File: src/rtl/lc3b_fetch_unit_pkg.sv
// Shared types for the LC-3b fetch stage: word type, fetch FSM states and PC step.
package lc3b_fetch_unit_pkg;

    typedef logic [15:0] lc3b_word;

    typedef enum logic {
        FETCH_RUN     = 1'b0,
        FETCH_DISCARD = 1'b1
    } fetch_state_t;

    localparam lc3b_word PC_INC = 16'd2;

endpackage

File: src/rtl/lc3b_fetch_unit_fetch_out_buf.sv
// One-entry instruction buffer between fetch and decode.
// Priority is flush > load > consume, so a redirect always wins over a refill.
module lc3b_fetch_unit_fetch_out_buf
    import lc3b_fetch_unit_pkg::*;
(
    input  logic     clk,
    input  logic     reset,
    input  logic     i_load,
    input  logic     i_flush,
    input  logic     i_consume,
    input  lc3b_word i_instr,
    input  lc3b_word i_pc,
    output logic     o_valid,
    output lc3b_word o_instr,
    output lc3b_word o_pc
);

    logic     r_valid;
    lc3b_word r_instr;
    lc3b_word r_pc;

    always_ff @(posedge clk or posedge reset) begin
        if (reset) begin
            r_valid <= 1'b0;
            r_instr <= '0;
            r_pc    <= '0;
        end else if (i_flush) begin
            r_valid <= 1'b0;
        end else if (i_load) begin
            r_valid <= 1'b1;
            r_instr <= i_instr;
            r_pc    <= i_pc;
        end else if (i_consume) begin
            r_valid <= 1'b0;
        end
    end

    assign o_valid = r_valid;
    assign o_instr = r_instr;
    assign o_pc    = r_pc;

endmodule

File: src/rtl/lc3b_fetch_unit.sv
// LC-3b instruction fetch: owns the PC, drives the I-cache read handshake and
// drops responses that a redirect has made stale.
module lc3b_fetch_unit
    import lc3b_fetch_unit_pkg::*;
#(
    parameter lc3b_word RESET_PC = 16'h0000
) (
    input  logic     clk,
    input  logic     reset,
    output lc3b_word imem_address,
    output logic     imem_read,
    input  logic     imem_resp,
    input  lc3b_word imem_rdata,
    input  logic     stall,
    input  logic     redirect,
    input  lc3b_word redirect_pc,
    output logic     if_valid,
    output lc3b_word if_instr,
    output lc3b_word if_pc,
    output lc3b_word if_npc
);

    fetch_state_t r_state, w_state_nxt;
    lc3b_word     r_pc, w_pc_nxt;
    lc3b_word     r_pend_pc, w_pend_nxt;
    lc3b_word     w_redir_pc;
    logic         w_req, w_load, w_flush, w_consume;

    assign w_redir_pc = redirect_pc & 16'hFFFE;

    // Once raised, w_req can only fall after a response: in RUN an empty
    // buffer keeps it high, and a consume empties the buffer.
    assign w_req        = (r_state == FETCH_DISCARD) || !if_valid || !stall;
    assign imem_read    = w_req && !reset;
    assign imem_address = r_pc;

    assign w_load    = (r_state == FETCH_RUN) && imem_resp && !redirect;
    assign w_flush   = redirect || (r_state == FETCH_DISCARD);
    assign w_consume = if_valid && !stall;

    always_ff @(posedge clk or posedge reset) begin
        if (reset) begin
            r_state   <= FETCH_RUN;
            r_pc      <= RESET_PC;
            r_pend_pc <= '0;
        end else begin
            r_state   <= w_state_nxt;
            r_pc      <= w_pc_nxt;
            r_pend_pc <= w_pend_nxt;
        end
    end

    always_comb begin
        w_state_nxt = r_state;
        w_pc_nxt    = r_pc;
        w_pend_nxt  = r_pend_pc;
        case (r_state)
            FETCH_RUN: begin
                if (redirect) begin
                    // An open request must keep its address until answered.
                    if (w_req && !imem_resp) begin
                        w_pend_nxt  = w_redir_pc;
                        w_state_nxt = FETCH_DISCARD;
                    end else begin
                        w_pc_nxt = w_redir_pc;
                    end
                end else if (imem_resp) begin
                    w_pc_nxt = r_pc + PC_INC;
                end
            end
            FETCH_DISCARD: begin
                if (redirect) begin
                    w_pend_nxt = w_redir_pc;
                end
                if (imem_resp) begin
                    w_pc_nxt    = redirect ? w_redir_pc : r_pend_pc;
                    w_state_nxt = FETCH_RUN;
                end
            end
            default: w_state_nxt = FETCH_RUN;
        endcase
    end

    lc3b_fetch_unit_fetch_out_buf u_out_buf (
        .clk       (clk),
        .reset     (reset),
        .i_load    (w_load),
        .i_flush   (w_flush),
        .i_consume (w_consume),
        .i_instr   (imem_rdata),
        .i_pc      (r_pc),
        .o_valid   (if_valid),
        .o_instr   (if_instr),
        .o_pc      (if_pc)
    );

    assign if_npc = if_pc + PC_INC;

endmodule

File: config.mk
export PLATFORM = sky130hd
export DESIGN_NAME = lc3b_fetch_unit
export DESIGN_NICKNAME = d
export VERILOG_FILES = /design/src/rtl/lc3b_fetch_unit_pkg.sv /design/src/rtl/lc3b_fetch_unit_fetch_out_buf.sv /design/src/rtl/lc3b_fetch_unit.sv
export SDC_FILE = /design/constraint.sdc
export NUM_CORES = 1
export LEC_CHECK = 0
export CELL_PAD_IN_SITES_DETAIL_PLACEMENT = 0
export CELL_PAD_IN_SITES_GLOBAL_PLACEMENT = 1
export CORE_AREA = 2 2 114 116
export DETAILED_ROUTE_END_ITERATION = 12
export DIE_AREA = 0 0 116 118
export PLACE_DENSITY = 0.77
export SYNTH_ARGS = -nofsm -noshare
export SYNTH_HDL_FRONTEND = slang
export SYNTH_HIERARCHICAL = 1
export SYNTH_SLANG_ARGS = --single-unit
File: constraint.sdc
create_clock -name clk -period 3 [get_ports clk]
set_clock_uncertainty 0.05 [all_clocks]
set_input_delay 0.6 -clock clk [delete_from_list [all_inputs] [get_ports clk]]
set_output_delay 0.6 -clock clk [all_outputs]
set_load 0.05 [all_outputs]
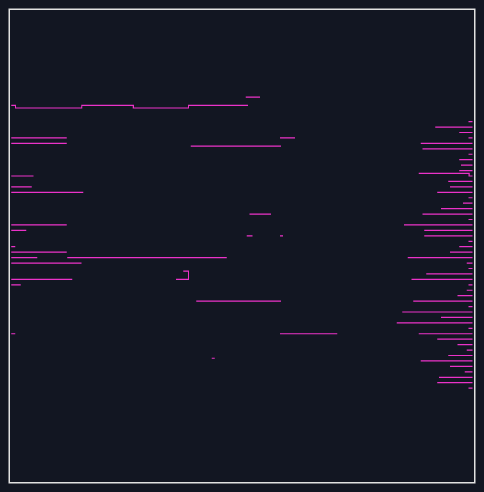
*Met3 routing, run 1*
(4 px per um)
The longest straight run is 39.6 um. The layer holds 7.1% of the routed length. The layer carries 636 um of wire.
final routed wirelength across all metal layers: 8970 um
met3 track demand over resource: 4.69%

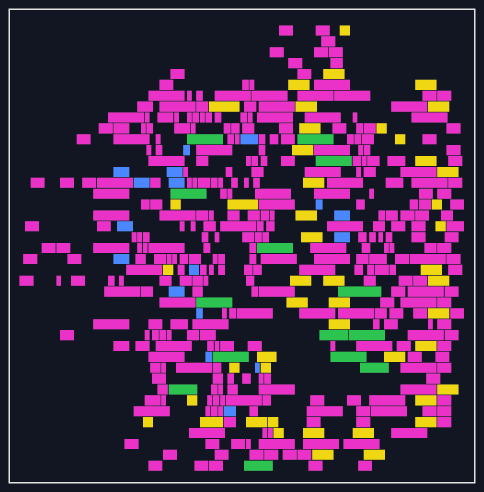
*Cell sizes after repair, run 1*
(4 px per um)
Key: x2 = blue [cells 17, share 4.0%]; x3 and x4 = yellow [cells 47, share 11%]; x1 and smaller = magenta [cells 344, share 82%]; x6 and larger = green [cells 14, share 3.3%]
final cell area excluding filler cells: 5010 um^2
nonclk buf count: 110
Worst Slack Setup Final: 0.181 ns
Syn-to-layout area delta: 41.5%

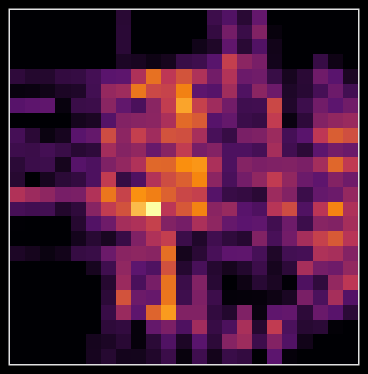
*Signal metal coverage by tile, run 1*
(3 px per um) The die is cut into 23 by 24 equal tiles; black is low, pale yellow is high, scaled to the fullest tile. Values are wire area over tile area, all layers added.
The fullest tile reaches 0.48. The mean over all tiles is 0.10. 24% of the tiles are nearly empty. The emptiest ninth of the die: south-west. The densest ninth of the die: center.
overall track demand over capacity in global routing: 13.6%
average detailed-routed wire length per instance: 15.1 um
routed via count: 2724

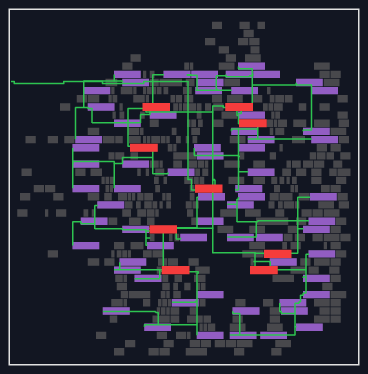
*Routed clock nets over the placement, run 1*
(3 px per um)
Key: clock wires = green [length 962 um]; clock-net drivers = red [count 9]; flip-flops = purple [count 66]
Position of the flops: all over the die. There are 10 routed clock nets.
clock latency on the worst-skew pair: 0.32 ns
clock share of power: 23.7%
power in the clock group: 1010 uW

==> metrics.log, run 1 <==
[report] extracting results
[metrics] post-synthesis async set-or-reset flop share: 100%
[metrics] relative max-transition margin: 61.4%
[metrics] number of warnings printed during yosys synthesis: 6
[metrics] status: finished, final reports clean
[metrics] GRT Max-Usage Layer: met2
[metrics] Max-Cap Viols: 0
[metrics] number of cells on the worst hold path: 1
[metrics] routed vias/inst: approximately 4.6
[metrics] area of the core: roughly 12000 um^2
[metrics] number of antenna diodes: 0
[metrics] count of buffers from port buffering: a little over 100
[metrics] multi-input gate count: 219
[metrics] IR Drop Worst-Case VDD: 278 uV
[metrics] sequential logic power: ~1300 uW
[metrics] post-synthesis simple-gate area fraction: between 10% and 20%
[metrics] switching part of the total: between 40% and 50%
[metrics] path class of the lowest-slack min-delay path: register to register
[metrics] dominant cell type by area after synthesis: sky130_fd_sc_hd__dfrtp_1
[metrics] Max stage delay on crit path: 0.82 ns
[metrics] number of cells in the finished layout apart from fillers: 594
[metrics] Well Taps: around 170
[metrics] WHS: between 0.4 and 0.5 ns
[metrics] count of flip-flops and latches: 66
[metrics] P_int: roughly 2500 uW
[metrics] Post-DP HPWL: between 6000 and 7000 um
==> run 2: changes to the inputs <==
--- a/config.mk
+++ b/config.mk
@@ -10,6 +10,7 @@
 export CORE_AREA = 2 2 114 116
 export DETAILED_ROUTE_END_ITERATION = 12
 export DIE_AREA = 0 0 116 118
+export HOLD_SLACK_MARGIN = 0.05
 export PLACE_DENSITY = 0.77
 export SYNTH_ARGS = -nofsm -noshare
 export SYNTH_HDL_FRONTEND = slang
==> metrics.log, run 2 <==
[report] extracting results
[metrics] nonclk buf count: 110 (unchanged)
[metrics] WHS: 0.439 ns (unchanged)
[metrics] post-synthesis async set-or-reset flop share: 100% (unchanged)
[metrics] IR Drop Worst-Case VDD: 278 uV (unchanged)
[metrics] multi-input gate count: 219 (unchanged)
[metrics] final routed wirelength across all metal layers: 8970 um (unchanged)
[metrics] number of antenna diodes: 0 (unchanged)
[metrics] Syn-to-layout area delta: 41.5% (unchanged)
[metrics] power in the clock group: 1010 uW (about the same)
[metrics] Post-DP HPWL: 6660 um (unchanged)
[metrics] count of flip-flops and latches: 66 (unchanged)
[metrics] average detailed-routed wire length per instance: 15.1 um (unchanged)
[metrics] path class of the lowest-slack min-delay path: register to register (unchanged)
[metrics] relative max-transition margin: 61.4% (unchanged)
[metrics] count of buffers from port buffering: 101 (unchanged)
[metrics] P_int: 2460 uW (unchanged)
[metrics] switching part of the total: 42.5% (unchanged)
[metrics] clock share of power: 23.7% (about the same)
[metrics] met3 track demand over resource: 4.69% (unchanged)
[metrics] post-synthesis simple-gate area fraction: 14.3% (unchanged)
[metrics] number of warnings printed during yosys synthesis: 6 (unchanged)
[metrics] status: finished, final reports clean (unchanged)
[metrics] final cell area excluding filler cells: 5010 um^2 (unchanged)
[metrics] GRT Max-Usage Layer: met2 (unchanged)
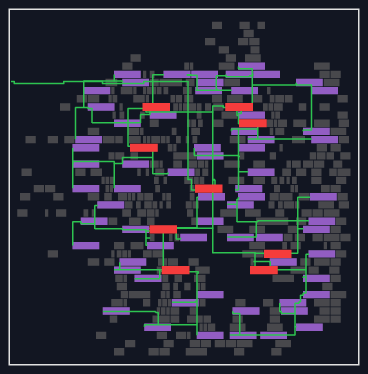
*Routed clock nets over the placement, run 2*
(3 px per um)
Key: clock wires = green [length 962 um]; flip-flops = purple [count 66]; clock-net drivers = red [count 9]
There are 10 routed clock nets. Position of the flops: all over the die.

==> run 3: changes to the inputs <==
--- a/config.mk
+++ b/config.mk
@@ -5,6 +5,7 @@
 export SDC_FILE = /design/constraint.sdc
 export NUM_CORES = 1
 export LEC_CHECK = 0
+export CAP_MARGIN = 20
 export CELL_PAD_IN_SITES_DETAIL_PLACEMENT = 0
 export CELL_PAD_IN_SITES_GLOBAL_PLACEMENT = 1
 export CORE_AREA = 2 2 114 116
==> metrics.log, run 3 <==
[report] extracting results
[metrics] average detailed-routed wire length per instance: 15.1 um (unchanged)
[metrics] multi-input gate count: 219 (unchanged)
[metrics] Max-Cap Viols: 0 (unchanged)
[metrics] post-synthesis async set-or-reset flop share: 100% (unchanged)
[metrics] path class of the lowest-slack min-delay path: register to register (unchanged)
[metrics] WHS: 0.439 ns (unchanged)
[metrics] status: finished, final reports clean (unchanged)
[metrics] count of buffers from port buffering: 101 (unchanged)
[metrics] met3 track demand over resource: 4.69% (unchanged)
[metrics] number of cells on the worst hold path: 1 (unchanged)
[metrics] dominant cell type by area after synthesis: sky130_fd_sc_hd__dfrtp_1 (unchanged)
[metrics] overall track demand over capacity in global routing: 13.6% (unchanged)
[metrics] Syn-to-layout area delta: 41.5% (unchanged)
[metrics] routed via count: 2724 (unchanged)
[metrics] number of antenna diodes: 0 (unchanged)
[metrics] Post-DP HPWL: 6660 um (unchanged)
[metrics] switching part of the total: 42.5% (unchanged)
[metrics] number of cells in the finished layout apart from fillers: 594 (unchanged)
[metrics] Well Taps: 172 (unchanged)
[metrics] number of warnings printed during yosys synthesis: 6 (unchanged)
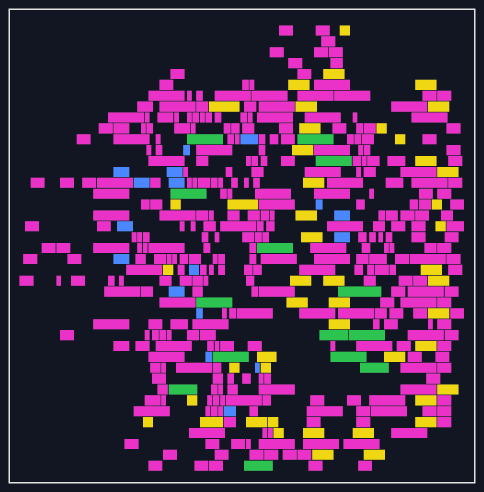
*Cell sizes after repair, run 3*
(4 px per um)
Key: x6 and larger = green [cells 14, share 3.3%]; x1 and smaller = magenta [cells 344, share 82%]; x3 and x4 = yellow [cells 47, share 11%]; x2 = blue [cells 17, share 4.0%]

Power figures rest on the tool's default switching activity, not on a simulated workload.
